## src/rtl/hsv_core_fetch_stream_if.sv

```systemverilog
// hsv_core_fetch_stream_if: fetch_data_t record and the read-only imem AXI bus (axib_if)
// axib_if.m drives AR/R-ready plus the tied-off AW/W/B requests; axib_if.s is the memory side.
package hsv_core_fetch_pkg;
  typedef struct packed {
    logic [31:0] pc;
    logic [31:0] insn;
    logic        fault;
    logic [31:0] pc_increment;
  } fetch_data_t;
endpackage

interface axib_if;
  logic [31:0] araddr;
  logic [7:0]  arlen;
  logic [2:0]  arsize;
  logic [1:0]  arburst;
  logic [3:0]  arid;
  logic        arvalid, arready;
  logic [31:0] rdata;
  logic [1:0]  rresp;
  logic        rlast, rvalid, rready;
  logic [31:0] awaddr, wdata;
  logic [3:0]  wstrb;
  logic [1:0]  bresp;
  logic        awvalid, awready, wlast, wvalid, wready, bvalid, bready;
  modport m (
    output araddr, arlen, arsize, arburst, arid, arvalid, rready,
           awaddr, awvalid, wdata, wstrb, wlast, wvalid, bready,
    input  arready, rdata, rresp, rlast, rvalid, awready, wready, bresp, bvalid
  );
  modport s (
    input  araddr, arlen, arsize, arburst, arid, arvalid, rready,
           awaddr, awvalid, wdata, wstrb, wlast, wvalid, bready,
    output arready, rdata, rresp, rlast, rvalid, awready, wready, bresp, bvalid
  );
endinterface

```

## src/rtl/hsv_core_fetch_stream.sv

```systemverilog
// hsv_core_fetch_stream: instruction prefetcher issuing aligned INCR bursts on imem and streaming beats to decode
// Ports: clk_core/rst_core clock and sync active-high reset; flush_req/flush_target/flush_ack redirect;
// fetch_data/valid_o/ready_i decode stream; imem AXI read master (write channels tied off).
module hsv_core_fetch_stream
  import hsv_core_fetch_pkg::*;
#(
  parameter int          BURST_LEN  = 4,
  parameter int          MAX_BURSTS = 2,
  parameter logic [31:0] RESET_PC   = 32'h0
) (
  input  logic        clk_core,
  input  logic        rst_core,
  input  logic [31:0] flush_target,
  input  logic        flush_req,
  output logic        flush_ack,
  output fetch_data_t fetch_data,
  output logic        valid_o,
  input  logic        ready_i,
  axib_if.m           imem
);
  localparam int LG = $clog2(BURST_LEN);
  localparam int CW = $clog2(MAX_BURSTS + 1);
  localparam int SW = CW + 1;
  typedef enum logic [1:0] {RUN, HOLD, FLUSH} state_t;
  state_t state;
  logic [CW-1:0] live, stale;
  logic [31:0] pc, burst_base, tgt, next_base;
  logic hold, ar_acc, ar_stuck, beat_stale, r_hs, stale_end, live_end, live_hs;
  logic unused;
  assign tgt = {flush_target[31:2], 2'b00};
  assign hold = state == HOLD;
  assign imem.arvalid = hold | (state == RUN && SW'(live) + SW'(stale) < SW'(MAX_BURSTS));
  assign imem.araddr = burst_base;
  // shortened first burst after a redirect so the next one starts on a BURST_LEN boundary
  assign imem.arlen = 8'(BURST_LEN - 1) - 8'(burst_base[LG+1:2]);
  assign imem.arsize = 3'd2;
  assign imem.arburst = 2'b01;
  assign imem.arid = '0;
  assign imem.awaddr = '0;
  assign imem.awvalid = 1'b0;
  assign imem.wdata = '0;
  assign imem.wstrb = '0;
  assign imem.wlast = 1'b0;
  assign imem.wvalid = 1'b0;
  assign imem.bready = 1'b0;
  assign ar_acc = imem.arvalid & imem.arready;
  assign ar_stuck = imem.arvalid & ~imem.arready;
  // responses return in order, so anything owed to pre-flush bursts arrives first
  assign beat_stale = stale != '0 | flush_req;
  assign imem.rready = beat_stale | ready_i;
  assign valid_o = imem.rvalid & ~beat_stale;
  assign r_hs = imem.rvalid & imem.rready;
  assign stale_end = r_hs & imem.rlast & beat_stale;
  assign live_end = r_hs & imem.rlast & ~beat_stale;
  assign live_hs = r_hs & ~beat_stale;
  assign next_base = (burst_base | 32'(BURST_LEN * 4 - 1)) + 32'd1;
  assign fetch_data = '{pc: pc, insn: imem.rdata, fault: imem.rresp[1], pc_increment: pc + 32'd4};
  assign flush_ack = state == FLUSH;
  assign unused = ^{flush_target[1:0], imem.rresp[0], imem.awready, imem.wready, imem.bvalid, imem.bresp};
  // while an AR is stuck in HOLD its address must not move, so the redirect target parks in pc
  always_ff @(posedge clk_core) begin
    if (rst_core) begin
      state <= FLUSH;
      live <= '0;
      stale <= '0;
      pc <= RESET_PC;
      burst_base <= RESET_PC;
    end else begin
      state <= state == RUN ? (flush_req ? (ar_stuck ? HOLD : FLUSH) : RUN) :
               hold ? (imem.arready ? FLUSH : HOLD) : (flush_req ? FLUSH : RUN);
      stale <= stale + (flush_req ? live : '0) + CW'(ar_acc & (flush_req | hold)) - CW'(stale_end);
      live <= flush_req ? '0 : live + CW'(ar_acc & ~hold) - CW'(live_end);
      pc <= flush_req ? tgt : live_hs ? pc + 32'd4 : pc;
      burst_base <= ar_stuck && (flush_req || hold) ? burst_base :
                    flush_req ? tgt : hold ? pc : ar_acc ? next_base : burst_base;
    end
  end
endmodule

```

## src/flat_wrapper.sv

```systemverilog
// flat-port wrapper written by rule: the top's interface ports become plain ports
module hsv_core_fetch_stream_flat import hsv_core_fetch_pkg::*;
#(
  parameter int          BURST_LEN  = 4,
  parameter int          MAX_BURSTS = 2,
  parameter logic [31:0] RESET_PC   = 32'h0
)
  (clk_core, rst_core, flush_target, flush_req, flush_ack, fetch_data, valid_o, ready_i, imem_araddr, imem_arlen, imem_arsize, imem_arburst, imem_arid, imem_arvalid, imem_rready, imem_awaddr, imem_awvalid, imem_wdata, imem_wstrb, imem_wlast, imem_wvalid, imem_bready, imem_arready, imem_rdata, imem_rresp, imem_rlast, imem_rvalid, imem_awready, imem_wready, imem_bresp, imem_bvalid);
  axib_if imem_i ();
  input  logic clk_core;
  input  logic rst_core;
  input  logic [31:0] flush_target;
  input  logic flush_req;
  output logic flush_ack;
  output fetch_data_t fetch_data;
  output logic valid_o;
  input  logic ready_i;
  output wire logic [$bits(imem_i.araddr)-1:0] imem_araddr;
  output wire logic [$bits(imem_i.arlen)-1:0] imem_arlen;
  output wire logic [$bits(imem_i.arsize)-1:0] imem_arsize;
  output wire logic [$bits(imem_i.arburst)-1:0] imem_arburst;
  output wire logic [$bits(imem_i.arid)-1:0] imem_arid;
  output wire logic [$bits(imem_i.arvalid)-1:0] imem_arvalid;
  output wire logic [$bits(imem_i.rready)-1:0] imem_rready;
  output wire logic [$bits(imem_i.awaddr)-1:0] imem_awaddr;
  output wire logic [$bits(imem_i.awvalid)-1:0] imem_awvalid;
  output wire logic [$bits(imem_i.wdata)-1:0] imem_wdata;
  output wire logic [$bits(imem_i.wstrb)-1:0] imem_wstrb;
  output wire logic [$bits(imem_i.wlast)-1:0] imem_wlast;
  output wire logic [$bits(imem_i.wvalid)-1:0] imem_wvalid;
  output wire logic [$bits(imem_i.bready)-1:0] imem_bready;
  input wire logic [$bits(imem_i.arready)-1:0] imem_arready;
  input wire logic [$bits(imem_i.rdata)-1:0] imem_rdata;
  input wire logic [$bits(imem_i.rresp)-1:0] imem_rresp;
  input wire logic [$bits(imem_i.rlast)-1:0] imem_rlast;
  input wire logic [$bits(imem_i.rvalid)-1:0] imem_rvalid;
  input wire logic [$bits(imem_i.awready)-1:0] imem_awready;
  input wire logic [$bits(imem_i.wready)-1:0] imem_wready;
  input wire logic [$bits(imem_i.bresp)-1:0] imem_bresp;
  input wire logic [$bits(imem_i.bvalid)-1:0] imem_bvalid;
  assign imem_araddr = imem_i.araddr;
  assign imem_arlen = imem_i.arlen;
  assign imem_arsize = imem_i.arsize;
  assign imem_arburst = imem_i.arburst;
  assign imem_arid = imem_i.arid;
  assign imem_arvalid = imem_i.arvalid;
  assign imem_rready = imem_i.rready;
  assign imem_awaddr = imem_i.awaddr;
  assign imem_awvalid = imem_i.awvalid;
  assign imem_wdata = imem_i.wdata;
  assign imem_wstrb = imem_i.wstrb;
  assign imem_wlast = imem_i.wlast;
  assign imem_wvalid = imem_i.wvalid;
  assign imem_bready = imem_i.bready;
  assign imem_i.arready = imem_arready;
  assign imem_i.rdata = imem_rdata;
  assign imem_i.rresp = imem_rresp;
  assign imem_i.rlast = imem_rlast;
  assign imem_i.rvalid = imem_rvalid;
  assign imem_i.awready = imem_awready;
  assign imem_i.wready = imem_wready;
  assign imem_i.bresp = imem_bresp;
  assign imem_i.bvalid = imem_bvalid;
  hsv_core_fetch_stream #(.BURST_LEN(BURST_LEN), .MAX_BURSTS(MAX_BURSTS), .RESET_PC(RESET_PC)) u_core (.clk_core(clk_core), .rst_core(rst_core), .flush_target(flush_target), .flush_req(flush_req), .flush_ack(flush_ack), .fetch_data(fetch_data), .valid_o(valid_o), .ready_i(ready_i), .imem(imem_i));
endmodule
```

## config.mk

```make
export PLATFORM = sky130hd
export DESIGN_NAME = hsv_core_fetch_stream_flat
export DESIGN_NICKNAME = d
export VERILOG_FILES = /design/src/rtl/hsv_core_fetch_stream_if.sv /design/src/rtl/hsv_core_fetch_stream.sv /design/src/flat_wrapper.sv
export SDC_FILE = /design/constraint.sdc
export NUM_CORES = 1
export LEC_CHECK = 0
export ABC_AREA = 1
export CAP_MARGIN = 20
export CORE_MARGIN = 4
export CORE_UTILIZATION = 30
export DETAILED_ROUTE_END_ITERATION = 12
export HOLD_SLACK_MARGIN = 0.12
export SYNTH_ARGS = -nofsm -noshare
export SYNTH_HDL_FRONTEND = slang
export SYNTH_SLANG_ARGS = --single-unit
```

## constraint.sdc

```tcl
create_clock -name clk_core -period 3.9 [get_ports clk_core]
set_input_delay 0.78 -clock clk_core [delete_from_list [all_inputs] [get_ports clk_core]]
set_output_delay 0.78 -clock clk_core [all_outputs]
set_load 0.03 [all_outputs]
```

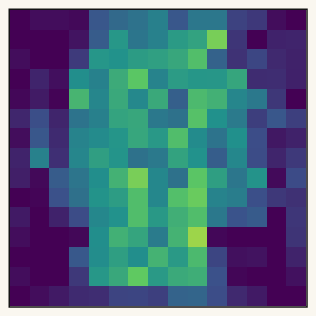
Figure 1: placement density heat map.
(2 px per µm) 15 x 15 tiles, from dark purple (low) to yellow (high), 0 to 100% covered.
The mean over all tiles is 31%. 2.2% of the tiles are over 75% full. 15% of the tiles are nearly empty.

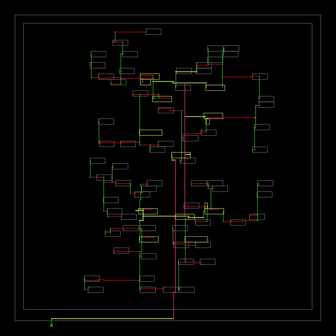
Figure 2: clock nets.
total CTS buffers: 9
Clk power: 871 µW
Clock Skews: 0.00682 ns
flip-flops: 66

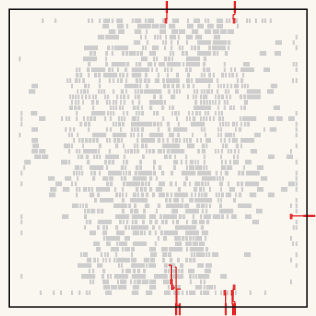
Figure 3: nets reached from selected ports.
(2 px per µm)
Red is imem_arlen, bits 8, direction output, end cells 8, buffers 2, wire 82.5 µm.

==> notes.md <==
flow finished, numbers: post-route DRC violation count=0, number of nets in the layout=1137, most frequent logic cell in the layout=nand2_1, placed instance area=6820 µm², Core Box Area=19400 µm², initial antenna violation count=3, gr busiest metal=met2, IO Port Bufs=132, post-synthesis cell count=972, CP startpoint kind=flop, total track usage=0.182, Setup-failing EPs final=0, via/cell ratio=4.55, Hold Fails Final Rpt=0, Post-CTS Setup Repair Bufs=0, met2 usage=0.286, Die X=148 µm, Synth area leader=dfxtp_1, Slowest cell on crit path=clkdlybuf4s50_1, grt total ovfl=0, setup tns final=0 ns, Clk pwr share=0.327, Fmax=0.292 GHz, clock sink count=66, vias in the first global route=5505, gp weighted congestion=0.866, status=completed, Max VDD drop=0.000171 V, Final HPWL DP=16.4 mm, Synthesized registers=66, beginning of the worst hold path=u_core.imem.araddr[4], share of power burned in registers=0.325, Crit path top cell by count=nand3_1, largest net degree at the start of global routing=51, I/O Pins=300, Final ANT Viol Nets=0, Hold Path Stages=2, yosys stat area=5890 µm², cts repair resizes=0, crit path cell chain=ha_1 -> nand3_1 -> nor2_4 -> nand3_1 -> xor2_1 -> clkdlybuf4s50_1, WHS Endpoint=u_core.imem.araddr[4], sequential-to-total area share from yosys stat=0.224, met1 Use GR=0.248, P&R area growth vs syn=21.1%, WL final=20.7 mm, synth warn=0, fp util=0.304, ratio of cells with drive above 1 in the final layout=0.0389
-- cells in the mapped netlist (2+ instances only) --
cell	instances
conb_1	2
buf_1	2
o21ai_0	50
and2_1	5
nor2_2	4
nor2_4	3
a31oi_1	4
nor2_1	118
xor2_1	13
nand2_2	2
or2_0	2
buf_6	2
nor3_1	5
o211ai_1	8
a21oi_1	98
nand2_4	2
nand3b_1	5
fa_1	2
dfxtp_1	66
nand2_1	214
ha_1	5
xnor2_1	7
inv_1	88
inv_2	5
nand3_1	52
buf_2	7
o21ai_1	32
nand4_1	3
clkbuf_1	21
clkinv_1	4
o21bai_1	2
buf_4	130
-- cell families after synthesis --
| logic type | Yosys count | synth area share |
|---|---|---|
| AND/OR/NAND/NOR | 421 | 0.302 |
| other | 2 | 0.00127 |
| AND-OR/OR-AND | 196 | 0.173 |
| XOR/XNOR | 20 | 0.0297 |
| buffers and inverters | 260 | 0.253 |
| flip-flops | 66 | 0.224 |
| adder cells (fa/ha/maj) | 7 | 0.0174 |
-- registers in the layout, indices dropped and copies added (netlist names) --
signal	count
u_core.state	2
u_core.imem.araddr	30
u_core.live	2
u_core.stale	2
u_core.pc	30
-- how the worst max path moves through the flow --
stage | endpoint | slack (ns) | depth (start not counted)
finish | fetch_data[16] | 0.48 | 6
global route | fetch_data[22] | 0.27 | 7
CTS | fetch_data[14] | 0.46 | 6
detailed placement | fetch_data[14] | 0.81 | 6
global placement | fetch_data[14] | 0.85 | 6
floorplan | fetch_data[15] | 1.33 | 5
-- through the flow --
stage	hold slack, ns	power, mW	std cells	utilization	setup WS, ns
4_1_cts	0.558	2.68	1320	0.368	0.463
5_1_grt	0.594	2.79	1323	0.368	0.266
6_report	0.562	2.66	1323	0.368	0.481
2_1_floorplan	0.583	1.58	1063	-	1.33
3_5_place_dp	0.549	1.80	1306	0.352	0.815
3_3_place_gp	0.541	1.80	1306	0.352	0.847
-- per-layer routing --
metal	vias up	routed length [µm]
li1	3039	-
met3	42	1500
met5	-	0
met4	0	602
met2	235	9400
met1	2699	9150
-- critical path: cells and delay by family (launching register included) --
| kind | cells | cell delay (ns) |
|---|---|---|
| buffers and inverters | 1 | 0.74 |
| AND/OR/NAND/NOR | 3 | 0.52 |
| flip-flops | 1 | 0.43 |
| XOR/XNOR | 1 | 0.34 |
| adder cells (fa/ha/maj) | 1 | 0.28 |
-- area by class of cell --
cell class | instances | share of cell area
multi-input combinational | 737 | 0.479
timing repair buffer | 140 | 0.193
clock buffer | 11 | 0.0340
tap | 265 | 0.0464
sequential | 66 | 0.185
antenna | 3 | 0.00105
clock inverter | 3 | 0.00911
inverter | 98 | 0.0522
-- power groups by stage --
stage          Sequential, mW  Clock, mW  Combinational [mW]
2_1_floorplan           0.963          0               0.620
3_3_place_gp            0.874          0               0.924
3_5_place_dp            0.877          0               0.926
4_1_cts                 0.863      0.883               0.929
5_1_grt                 0.882      0.910               0.999
6_report                0.864      0.871               0.927
Power is estimated from default activity; no workload was simulated.
